==> run_1/pinout.png <==
Pins as bars across the die edge, other pins in grey.
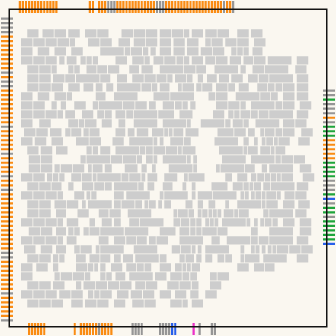
==> run_1/ff_map.png <==
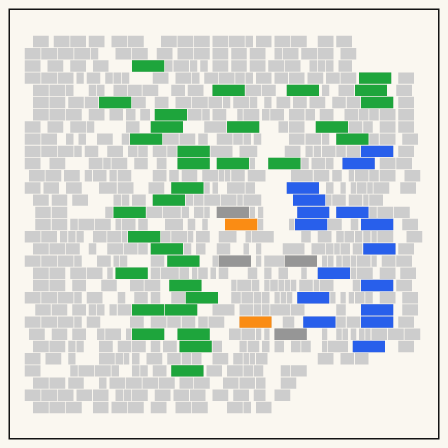
==> run_1/layers.png <==
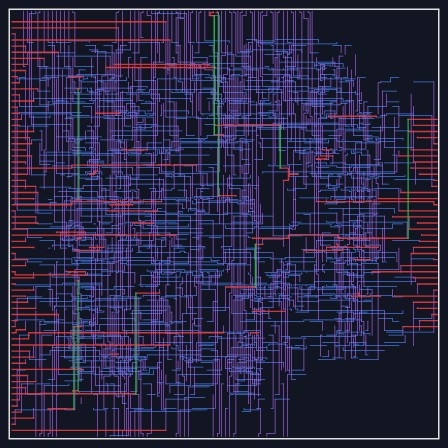
==> run_1/gates.png <==
Scale bar: 20 µm.
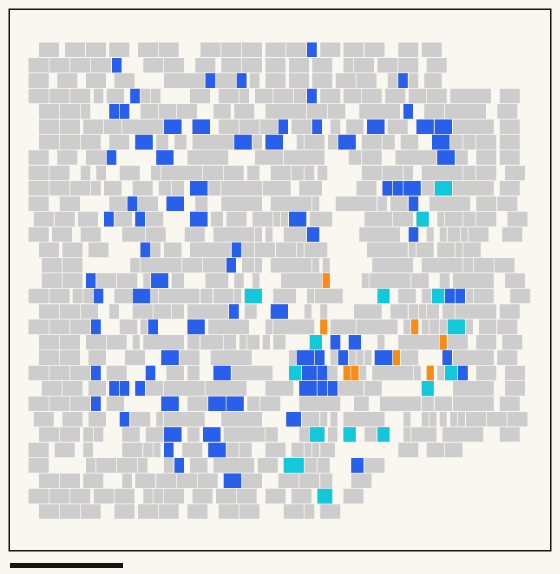
`src/rtl/ind_heard_arbiter.sv`:
```
`default_nettype none
// ============================================================================
//  Module   : ind_heard_arbiter
//  Purpose  : Round-robin arbiter sharing one downstream `heard` indication
//             port between NREQ requesters, with a one-entry output buffer
//             that drains and reloads in the same cycle.
//  Revision : 1.0 - initial release
// ============================================================================
module ind_heard_arbiter #(
    parameter int NREQ  = 4,
    parameter int WIDTH = 32,
    parameter int SRCW  = 2
) (
    input  logic                  CLK,
    input  logic                  nRST,
    input  logic [NREQ-1:0]       req_pending,
    output logic [NREQ-1:0]       req__RDY,
    input  logic [NREQ-1:0]       req__ENA,
    input  logic [NREQ*WIDTH-1:0] req_v,
    output logic                  out__ENA,
    output logic [WIDTH-1:0]      out_v,
    output logic [SRCW-1:0]       out_src,
    input  logic                  out__RDY,
    output logic                  protocol_err,
    output logic [15:0]           xfer_count
);

    logic             r_full;
    logic [WIDTH-1:0] r_buf_v;
    logic [SRCW-1:0]  r_buf_src;
    logic [SRCW-1:0]  r_ptr;
    logic             r_protocol_err;
    logic [15:0]      r_xfer_count;

    logic             w_drain;
    logic             w_space;
    logic             w_any;
    logic [SRCW-1:0]  w_sel;
    logic [SRCW-1:0]  w_ptr_next;
    logic [NREQ-1:0]  w_grant;
    logic             w_accept;
    logic             w_err;
    logic [WIDTH-1:0] w_slices [NREQ];

    // Unpack the flat payload bus into one word per requester.
    for (genvar gi = 0; gi < NREQ; gi++) begin : g_unpack
        assign w_slices[gi] = req_v[gi*WIDTH +: WIDTH];
    end

    assign w_drain = r_full & out__RDY;
    assign w_space = ~r_full | out__RDY;
    assign w_any   = |req_pending;

    // Pick the first pending requester scanning from r_ptr; iterating from the
    // far end backwards lets the nearest pending index overwrite the others.
    always_comb begin
        w_sel = '0;
        for (int k = NREQ - 1; k >= 0; k--) begin
            if (req_pending[SRCW'((int'(r_ptr) + k) % NREQ)]) begin
                w_sel = SRCW'((int'(r_ptr) + k) % NREQ);
            end
        end
    end

    // Grant depends only on pending/space/reset, never on ENA or payload,
    // so the requester's enable cannot loop back into its own ready.
    assign w_grant    = (nRST && w_space && w_any) ? (NREQ'(1) << w_sel) : '0;
    assign w_accept   = |(req__ENA & w_grant);
    assign w_err      = |(req__ENA & ~w_grant);
    assign w_ptr_next = (int'(w_sel) == NREQ - 1) ? '0 : w_sel + SRCW'(1);

    // Buffer, round-robin pointer, sticky error and transfer counter.
    always_ff @(posedge CLK) begin
        if (!nRST) begin
            r_full         <= 1'b0;
            r_buf_v        <= '0;
            r_buf_src      <= '0;
            r_ptr          <= '0;
            r_protocol_err <= 1'b0;
            r_xfer_count   <= '0;
        end else begin
            if (w_accept) begin
                r_full    <= 1'b1;
                r_buf_v   <= w_slices[w_sel];
                r_buf_src <= w_sel;
                r_ptr     <= w_ptr_next;
            end else if (w_drain) begin
                r_full <= 1'b0;
            end
            if (w_drain) begin
                r_xfer_count <= r_xfer_count + 16'd1;
            end
            if (w_err) begin
                r_protocol_err <= 1'b1;
            end
        end
    end

    assign req__RDY     = w_grant;
    assign out__ENA     = r_full;
    assign out_v        = r_buf_v;
    assign out_src      = r_buf_src;
    assign protocol_err = r_protocol_err;
    assign xfer_count   = r_xfer_count;

endmodule
`default_nettype wire

```
`config.mk`:
```
export PLATFORM = sky130hd
export DESIGN_NAME = ind_heard_arbiter
export DESIGN_NICKNAME = d
export VERILOG_FILES = /design/src/rtl/ind_heard_arbiter.sv
export SDC_FILE = /design/constraint.sdc
export NUM_CORES = 1
export LEC_CHECK = 0
export CORE_MARGIN = 3
export CORE_UTILIZATION = 42
export CTS_CLUSTER_DIAMETER = 120
export DETAILED_ROUTE_END_ITERATION = 10
export GPL_TIMING_DRIVEN = 0
export MAX_ROUTING_LAYER = met4
export PLACE_DENSITY = 0.93
export SYNTH_ARGS = -nofsm -noshare
export SYNTH_HDL_FRONTEND = slang
export SYNTH_SLANG_ARGS = --single-unit
export TNS_END_PERCENT = 100
```
`constraint.sdc`:
```
create_clock -name CLK -period 6.23 [get_ports CLK]
set_clock_uncertainty 0.1 [all_clocks]
set_input_delay 0.9345 -clock CLK [delete_from_list [all_inputs] [get_ports CLK]]
set_output_delay 0.9345 -clock CLK [all_outputs]
set_load 0.02 [all_outputs]
```
==> metrics.sh, run 1 <==
DETAILED_PLACE_HPWL_UM=10300
FIN_TNS_SETUP_NS=0
DIE_W_UM=95.4
CLOCK_LATENCY_NS=0.31
DETAIL_ROUTE.WIRELENGTH_UM=12600
STATUS='completed'
TRITONCTS='built'
YS_FF=54
PRECTSSETUPSLACK_NS=1.53
SYNTHESIS.AREA_UM2=3360
CHIP_AREA_UM2=9110
AREA_GROWTH_SYN_TO_LAYOUT_PCT=64.3
STAGE_LOG_WARNINGS=27
GRT_ANTENNA_BEFORE_REPAIR=0
POWERDENSITY_nW_PER_UM2=355
LAYOUT.CELLS.MOST_COMMON_LIST='194 x clkdlybuf4s50_1, 54 x dfxtp_1, 39 x nand3_1, 38 x a21oi_1, 38 x nand4_1'
YS.WARNINGS.COUNT=0
YOSYS.STAT.CHIPAREA_UM2=3360
WORSTREG2REGEND='out_v[16]'
POST_CTS.REPAIR.SETUP_BUFFERS=0
FINALPOWER_mW=1.96
SYNTH.YOSYS.SEQ_AREA_SHARE=0.322
REPLACE_CONGESTION=0.970
IOS=195
GLOBAL_ROUTE.USAGE.TOTAL=0.276
FINISH.CELL_COUNT_WITHOUT_FILLERS=699
TIMING.CRITICAL_PATH.BUF_INV=6
REGTOREGSTARTPOINT='r_ptr[0]'
FINISH.UTILIZATION=0.737
HTREEDEPTH=2
MAX_SLEW.WORST_PIN.SLEW_NS=0.565
ROUTE.VIAS.TOTAL=3931
ARRIVAL_NS=3.67
WORST_HOLD_PATH.NUM_CELLS=2
MAX_CLOCK_FREQ_MHz=212
POST_DRT_WL_PER_CELL_UM=18.0
PATH_DELAY_FAMILY='buffers and inverters'
WORST_SETUP_PATH_END_KIND='output port'
Notes on pinout.png above:
Key: green = `xfer_count` [pins 16, direction output, edge right]; magenta = `nRST` [pins 1, direction input, edge bottom]; blue = `req__ENA` [pins 4, direction input, edge 2 right, 2 bottom]; orange = `req_v` [pins 128, direction input, edge 53 left, 52 top, 17 bottom, 6 right]

Notes on ff_map.png above:
Key: blue = `xfer_count` [flops 16, where middle right]; green = `out_v` [flops 32]; orange = `out_src` [flops 2]
Another 4 sequential cells are not coloured.

Notes on layers.png above:
Key: red = M3 [wire length 1050 µm]; green = M4 [wire length 203 µm]; blue = M1 [wire length 4900 µm]; purple = M2 [wire length 6450 µm]

Notes on gates.png above:
Key: cyan = and/or cells [cells 15]; orange = inv cells [cells 8]; blue = aoi and oai cells [cells 85]

## run 1: report_power, final
part	switching [mW]	internal [mW]	leakage [nW]	total (mW)
combinational	0.665	0.569	1.63	1.23
clock	0.115	0.0896	0.0472	0.204
sequential	0.0667	0.456	0.442	0.523
total	0.847	1.11	2.12	1.96
## run 1: cell families after synthesis
family | count (synthesis) | synth area share
buffers and inverters | 45 | 0.0678
flip-flops | 54 | 0.322
XOR/XNOR | 12 | 0.0313
multiplexers | 33 | 0.0983
adder cells (fa/ha/maj) | 3 | 0.0112
AND/OR/NAND/NOR | 130 | 0.209
AND-OR/OR-AND | 121 | 0.260
## run 1: cells in the mapped netlist, types with 5 or more instances
master    number  share of area
nand3_1       39          0.058
inv_1          7         0.0078
o21ai_2       31          0.081
dfxtp_1       54           0.32
mux2i_1       33          0.098
buf_2          5         0.0074
buf_1          5         0.0056
buf_6          7          0.023
nor2_1        19          0.021
o21ai_0        5         0.0074
clkbuf_1      20          0.022
xor2_1         9          0.023
a22o_1        33          0.086
nand2_1       13          0.015
nand4_1       38          0.071
a21oi_1       38          0.057
## run 1: final cells by class
| cell class | instances | area, µm² |
|---|---|---|
| buffer | 37 | 198 |
| clock buffer | 6 | 82.6 |
| multi-input combinational | 299 | 2050 |
| clock inverter | 2 | 12.5 |
| timing repair buffer | 194 | 1940 |
| fill | 552 | 1970 |
| tap | 99 | 124 |
| sequential | 54 | 1080 |
| inverter | 8 | 30.0 |
## run 1: sequential cells by signal (all words and copies together), names as in the netlist
name	cells
protocol_err	1
r_ptr	2
out_src	2
xfer_count	16
out__ENA	1
out_v	32
## run 1: per-layer routing
metal	vias up	wire, µm	GRT usage
li1	1905	-	-
met1	1835	4900	0.317
met2	173	6450	0.483
met3	18	1050	0.0663
met4	0	202	0.0675
met5	-	0	-
--- run 2 (diff from run 1) ---
CORE_UTILIZATION = 39   (was 42)
PLACE_DENSITY = 0.87   (was 0.93)
clock period = 4.4 ns   (was 6.23 ns; I/O delays follow)
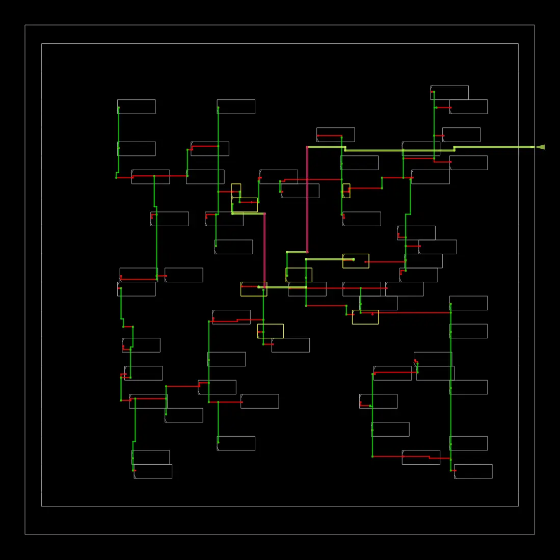
(run_2/clock_nets.png)
clock buffer count from CTS: 5
number of sequential cells: 54
power in the clock group: 0.284 mW
CTS Sinks: 54
clk_lat worst skew: 0.30 ns

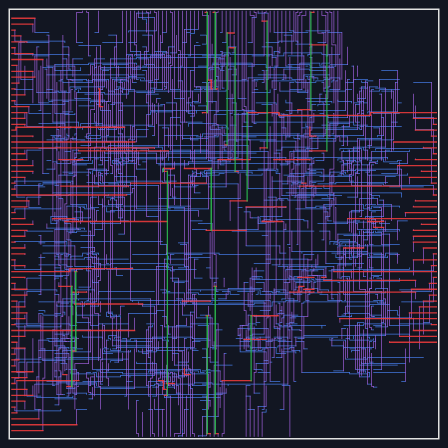
(run_2/layers.png)
Key: blue = M1 [wire length 4670 µm]; red = M3 [wire length 975 µm]; purple = M2 [wire length 6240 µm]; green = M4 [wire length 376 µm]

==> run 2 against run 1 <==
  * Highest routed layer unchanged
  * Power grew 41%
  * Critical path depth down 1
  * Combinational power is 42% higher
  * Via count rose by 0.69%
  * Sequential cell count stayed put
  * Worst hold slack got worse by 0.00057 ns
  * Sequential share of layout area barely moved
==> metrics.sh, run 2 <==
STATUS='completed'
DETAILED_PLACE_HPWL_UM=9820  # -4.8%
MAX_CLOCK_FREQ_MHz=237
POST_SYNTH_MAIN_AREA_CONTRIBUTORS='dfxtp_1 32%, mux2i_1 9.8%, a22o_1 8.6%'
GRT_ANTENNA_BEFORE_REPAIR=0  # unchanged
DIE_W_UM=98.8  # +3.5%
TRITONCTS='built'
GLOBAL_ROUTE.USAGE.TOTAL=0.251  # -0.0247
REPLACE_CONGESTION=0.909  # -6.3%
POST_DRT_WL_PER_CELL_UM=17.4  # -3.5%
STAGE_LOG_WARNINGS=27  # unchanged
ROUTE.VIAS.TOTAL=3958  # +0.69%
VIAS_IN_THE_FIRST_GLOBAL_ROUTE=4026
YOSYS.AREA.TOP_TYPE_SHARE=0.322  # unchanged
YOSYS.AREA_SHARE.ADDER=0.0112  # unchanged
POST_CTS.REPAIR.SETUP_BUFFERS=0  # unchanged
POST_SYNTH_MAIN_LOGIC_FAMILY='AND-OR/OR-AND gates'
DETAIL_ROUTE.WIRELENGTH_UM=12300  # -2.7%
YOSYS.STAT.CHIPAREA_UM2=3360  # unchanged
AREA_GROWTH_SYN_TO_LAYOUT_PCT=64.4  # about the same
MAX_SLEW.WORST_PIN.SLEW_NS=0.633  # +0.0674 ns
ANTENNA_CELLS_INSERTED=0
POST-SYNTH-TOP-COUNT-CELL='dfxtp_1'
POSTSYNTHCELLCOUNT=398
YS_FF=54  # unchanged
FIN_TNS_SETUP_NS=0  # unchanged
SYNTH.YOSYS.SEQ_AREA_SHARE=0.322  # unchanged
NNETSFINAL=741
GLOBALROUTEMET3UTIL=0.0531  # -0.0132
NETLIST.TOP_CELL.BY_AREA='dfxtp_1'
HTREEDEPTH=2  # unchanged
CHIP_AREA_UM2=9760  # +7.2%
FINISH.UTILIZATION=0.666  # -0.0718
LAYOUT.CELLS.MOST_COMMON_LIST='194 x clkdlybuf4s50_1, 54 x dfxtp_1, 39 x nand3_1, 38 x a21oi_1, 38 x nand4_1'
LARGEST_REG_FLOPS=32  # unchanged
POWERDENSITY_nW_PER_UM2=500  # +41%
N_FILL_CELL=689  # +25%
ARRIVAL_NS=3.46  # -0.21 ns
NETLIST_TOP_CELLS_COUNT='54 x dfxtp_1, 39 x nand3_1, 38 x a21oi_1, 38 x nand4_1'
FINALPOWER_mW=2.76  # +41%
SYNTHAOIAREAFRAC=0.260  # unchanged
YS_SH_MUX=0.0983  # unchanged
XOR_XNOR_FRACTION_OF_SYNTH_AREA=0.0313  # unchanged
IOS=195  # unchanged
YS.WARNINGS.COUNT=0  # unchanged
GRT.BUSIEST_LAYER='met2'
## run 2: metal layers
layer | up-vias | wire, µm
li1 | 1896 | -
met1 | 1821 | 4670
met2 | 208 | 6240
met3 | 33 | 974
met4 | 0 | 376
met5 | - | 0
## run 2: area by class of cell
class	instances	area [µm²]	area share
multi-input combinational	299	2050	0.371
timing repair buffer	194	1940	0.352
sequential	54	1080	0.196
buffer	37	198	0.0358
tap	105	131	0.0238
clock buffer	7	86.3	0.0156
inverter	8	30.0	0.00544
clock inverter	1	5.00	0.000906
## run 2: stage by stage
| stage | instances | setup slack, ns |
|---|---|---|
| after global placement | 697 | 0.200 |
| final | 705 | 0.178 |
| after CTS | 705 | 0.168 |
| after detailed placement | 697 | 0.175 |
| after floorplan | 398 | 1.31 |
| after global routing | 705 | 0.0105 |
## run 2: critical path: stages
cell	delay (ns)
clkdlybuf4s50_1	0.45
nor2b_1	0.16
a211o_1	0.33
nand2_1	0.22
clkbuf_1	0.52
inv_1	0.21
ha_1	0.25
nand2_1	0.08
inv_1	0.05
clkdlybuf4s50_1	0.54
## run 2: kinds of logic (layout without fill, tap and decap cells)
logic type,count (synthesis),in the layout
compound gates,121,121
buf+inv,45,247
flops,54,54
xor+xnor,12,12
fa+ha+maj,3,3
mux,33,33
simple gates,130,130
## run 2: path summary, 6_finish.rpt
| kind | startpoint | to | slack (ns) | cells after the start |
|---|---|---|---|---|
| worst max-delay path | req_pending[2] | req__RDY[2] | 0.18 | 10 |
| worst max register to register | r_ptr[0] | out_v[8] | 1.03 | 11 |
| worst min-delay path | out_v[19] | out_v[19] | 0.37 | 2 |
| worst min register to register | out_v[19] | out_v[19] | 0.37 | 2 |
## run 2: report_power, final
part,internal [mW],switching [mW]
logic,0.807,0.941
registers,0.645,0.0835
clock network,0.127,0.157
total,1.58,1.18
--- run 3 (diff from run 2) ---
CORE_UTILIZATION = 45   (was 39)
DONT_BUFFER_PORTS = 1   (was unset)
PLACE_DENSITY = 0.65   (was 0.87)
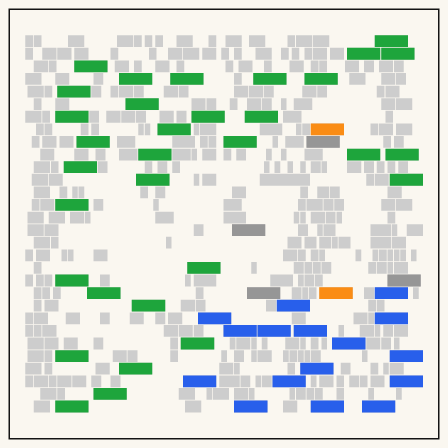
(run_3/ff_map.png)
power attributed to sequential cells: 0.946 mW
FF+latch area: 1080 µm²
sequential portion of the cell area: 0.301
core occupancy in the finished layout: 0.511

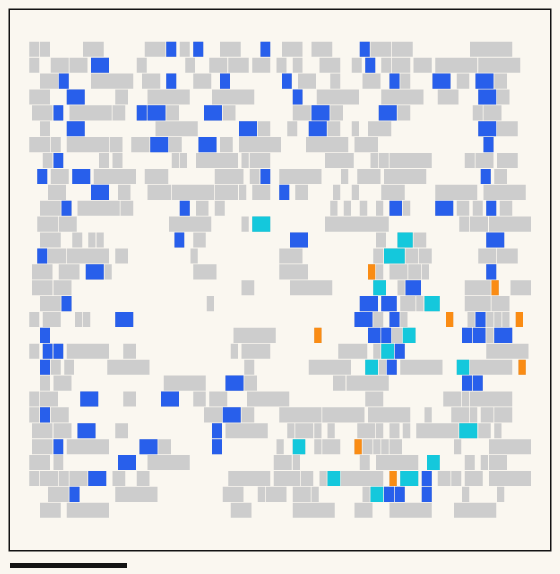
(run_3/gates.png)
Scale bar: 20 µm.
non-filler instance count after layout: 502
logic share of the area: 0.571
most frequent logic cell in the layout: dfxtp_1

==> run 3 against run 2 <==
  * Combinational power is 37% lower
  * Cell count decreased by 29%
  * Power fell by 14%
  * Largest cell class is now multi-input combinational cells
  * Design area fell by 35%
  * Critical path depth grew 1
  * Global-route usage shrank 1.1 points
  * Fmax increased by 23%
  * Highest routed layer unchanged
  * Sequential power up about 30%
  * Core utilization is 15 points lower
  * Register-to-register slack got worse by 0.04 ns
==> metrics.sh, run 3 <==
POWER_FRAC_CLOCK=0.139  # +0.036
POWER.SHARE.SWITCHING=0.467  # +0.0394
DIE_W_UM=92.4  # -6.5%
CLOCK_LATENCY_NS=0.31  # about the same
POST_DRT_WL_PER_CELL_UM=20.9  # +20%
FIN_TNS_SETUP_NS=0  # unchanged
ROUTE.VIAS.TOTAL=3221  # -19%
AREA_GROWTH_SYN_TO_LAYOUT_PCT=6.82
XOR_XNOR_FRACTION_OF_SYNTH_AREA=0.0313  # unchanged
WORSTSETUPPATHDEPTH=11  # +1
NNETSFINAL=547  # -26%
MAX_CLOCK_FREQ_MHz=291  # +23%
RRSETUPSLACK_NS=0.99  # -0.04 ns
GLOBALROUTEMET3UTIL=0.0479  # -0.00515
MAXUSEDROUTINGLAYER='met4'
VIAS_IN_THE_FIRST_GLOBAL_ROUTE=3183  # -21%
PATH_DELAY_FAMILY='buffers and inverters'
TRITONCTS='built'
CP_CELL_SEQUENCE='nor2b_1 > a211o_1 > nand2_1 > clkbuf_1 > inv_1 > ha_1 > a22o_1 > nand2_1 > clkbuf_1 > nand4_1 > o21ai_2'
DETAIL_ROUTE.WIRELENGTH_UM=10500  # -15%
WL_MET3_UM=851  # -13%
POST_SYNTH_MAIN_LOGIC_FAMILY='AND-OR/OR-AND gates'
CHIP_AREA_UM2=8540  # -13%
YOSYS.AREA_SHARE.ADDER=0.0112  # unchanged
GLOBAL_ROUTE.USAGE.TOTAL=0.240  # -0.0110
SYNTH.YOSYS.SEQ_AREA_SHARE=0.322  # unchanged
WORST_HOLD_PATH.NUM_CELLS=2  # unchanged
NETLIST.TOP_CELL.BY_AREA='dfxtp_1'
POST_SYNTH_MAIN_AREA_CONTRIBUTORS='dfxtp_1 32%, mux2i_1 9.8%, a22o_1 8.6%'
REPLACE_CONGESTION=0.792  # -13%
HTREEDEPTH=2  # unchanged
CELLINTERNALPOWER_mW=1.27  # -20%
STATUS='completed'
YOSYS.AREA.TOP_TYPE_SHARE=0.322  # unchanged
GRT.BUSIEST_LAYER='met2'
LAYOUT.CELLS.MOST_COMMON_LIST='54 x dfxtp_1, 39 x nand3_1, 38 x a21oi_1, 38 x nand4_1'
SYNTHAOIAREAFRAC=0.260  # unchanged
TIMING.REG2REG.WORST_PATH_DEPTH=11  # unchanged
MET1WIRELENGTH_UM=4250  # -9.1%
CRITICAL_PATH.MAX_STAGE_DELAY_NS=0.50  # -0.04 ns
ARRIVAL_NS=3.58  # +0.12 ns
POSTSYNTHCELLCOUNT=398  # unchanged
NETLIST_TOP_CELLS_COUNT='54 x dfxtp_1, 39 x nand3_1, 38 x a21oi_1, 38 x nand4_1'
POST_CTS.REPAIR.SETUP_BUFFERS=0  # unchanged
TIMING.CRITICAL_PATH.SLOWEST_STAGE_CELL='clkbuf_1'
YS.WARNINGS.COUNT=0  # unchanged
COMBPWRFRAC=0.464  # -0.169
[run 3: netlist changes by cell type in the layout (fill, tap and decap cells not counted)]
cell	delta
clkdlybuf4s50_1	-194
bufinv_16	+1
clkbuf_1	-1
clkbuf_8	-1
clkinv_2	+1
[run 3: power by group through the flow]
stage	clock [mW]	combinational (mW)	sequential (mW)
2_1_floorplan	0	0.888	0.912
3_3_place_gp	0	1.08	0.961
3_5_place_dp	0	1.10	0.963
4_1_cts	0.342	1.10	0.951
5_1_grt	0.360	1.22	0.964
6_report	0.332	1.10	0.946
[run 3: per-stage QoR]
| step | cells | area, µm² | setup slack [ns] | hold WS [ns] |
|---|---|---|---|---|
| CTS | 502 | 3590 | 0.989 | 0.392 |
| floorplan | 398 | 3360 | 1.31 | 0.349 |
| detailed placement | 494 | 3480 | 0.707 | 0.379 |
| global route | 502 | 3590 | 0.768 | 0.418 |
| finish | 502 | 3590 | 0.963 | 0.393 |
| global placement | 494 | 3480 | 0.684 | 0.367 |
[run 3: final cells by class]
type	instances	area, µm²
buffer	37	198
tap	96	120
fill	715	3430
multi-input combinational	299	2050
sequential	54	1080
clock buffer	5	68.8
inverter	8	30.0
clock inverter	3	40.0
[run 3: cells by family after synthesis]
kind of cell	Yosys count
AND/OR/NAND/NOR	130
AND-OR/OR-AND	121
flip-flops	54
buffers and inverters	45
multiplexers	33
XOR/XNOR	12
adder cells (fa/ha/maj)	3
[run 3: final timing paths]
check,endpoint,start
worst max-delay path,out_v[13],req_pending[2]
worst min-delay path,r_ptr[0],r_ptr[0]
worst max register to register,out_v[13],r_ptr[1]
worst min register to register,r_ptr[0],r_ptr[0]
Power figures rest on the tool's default switching activity, not on a simulated workload.
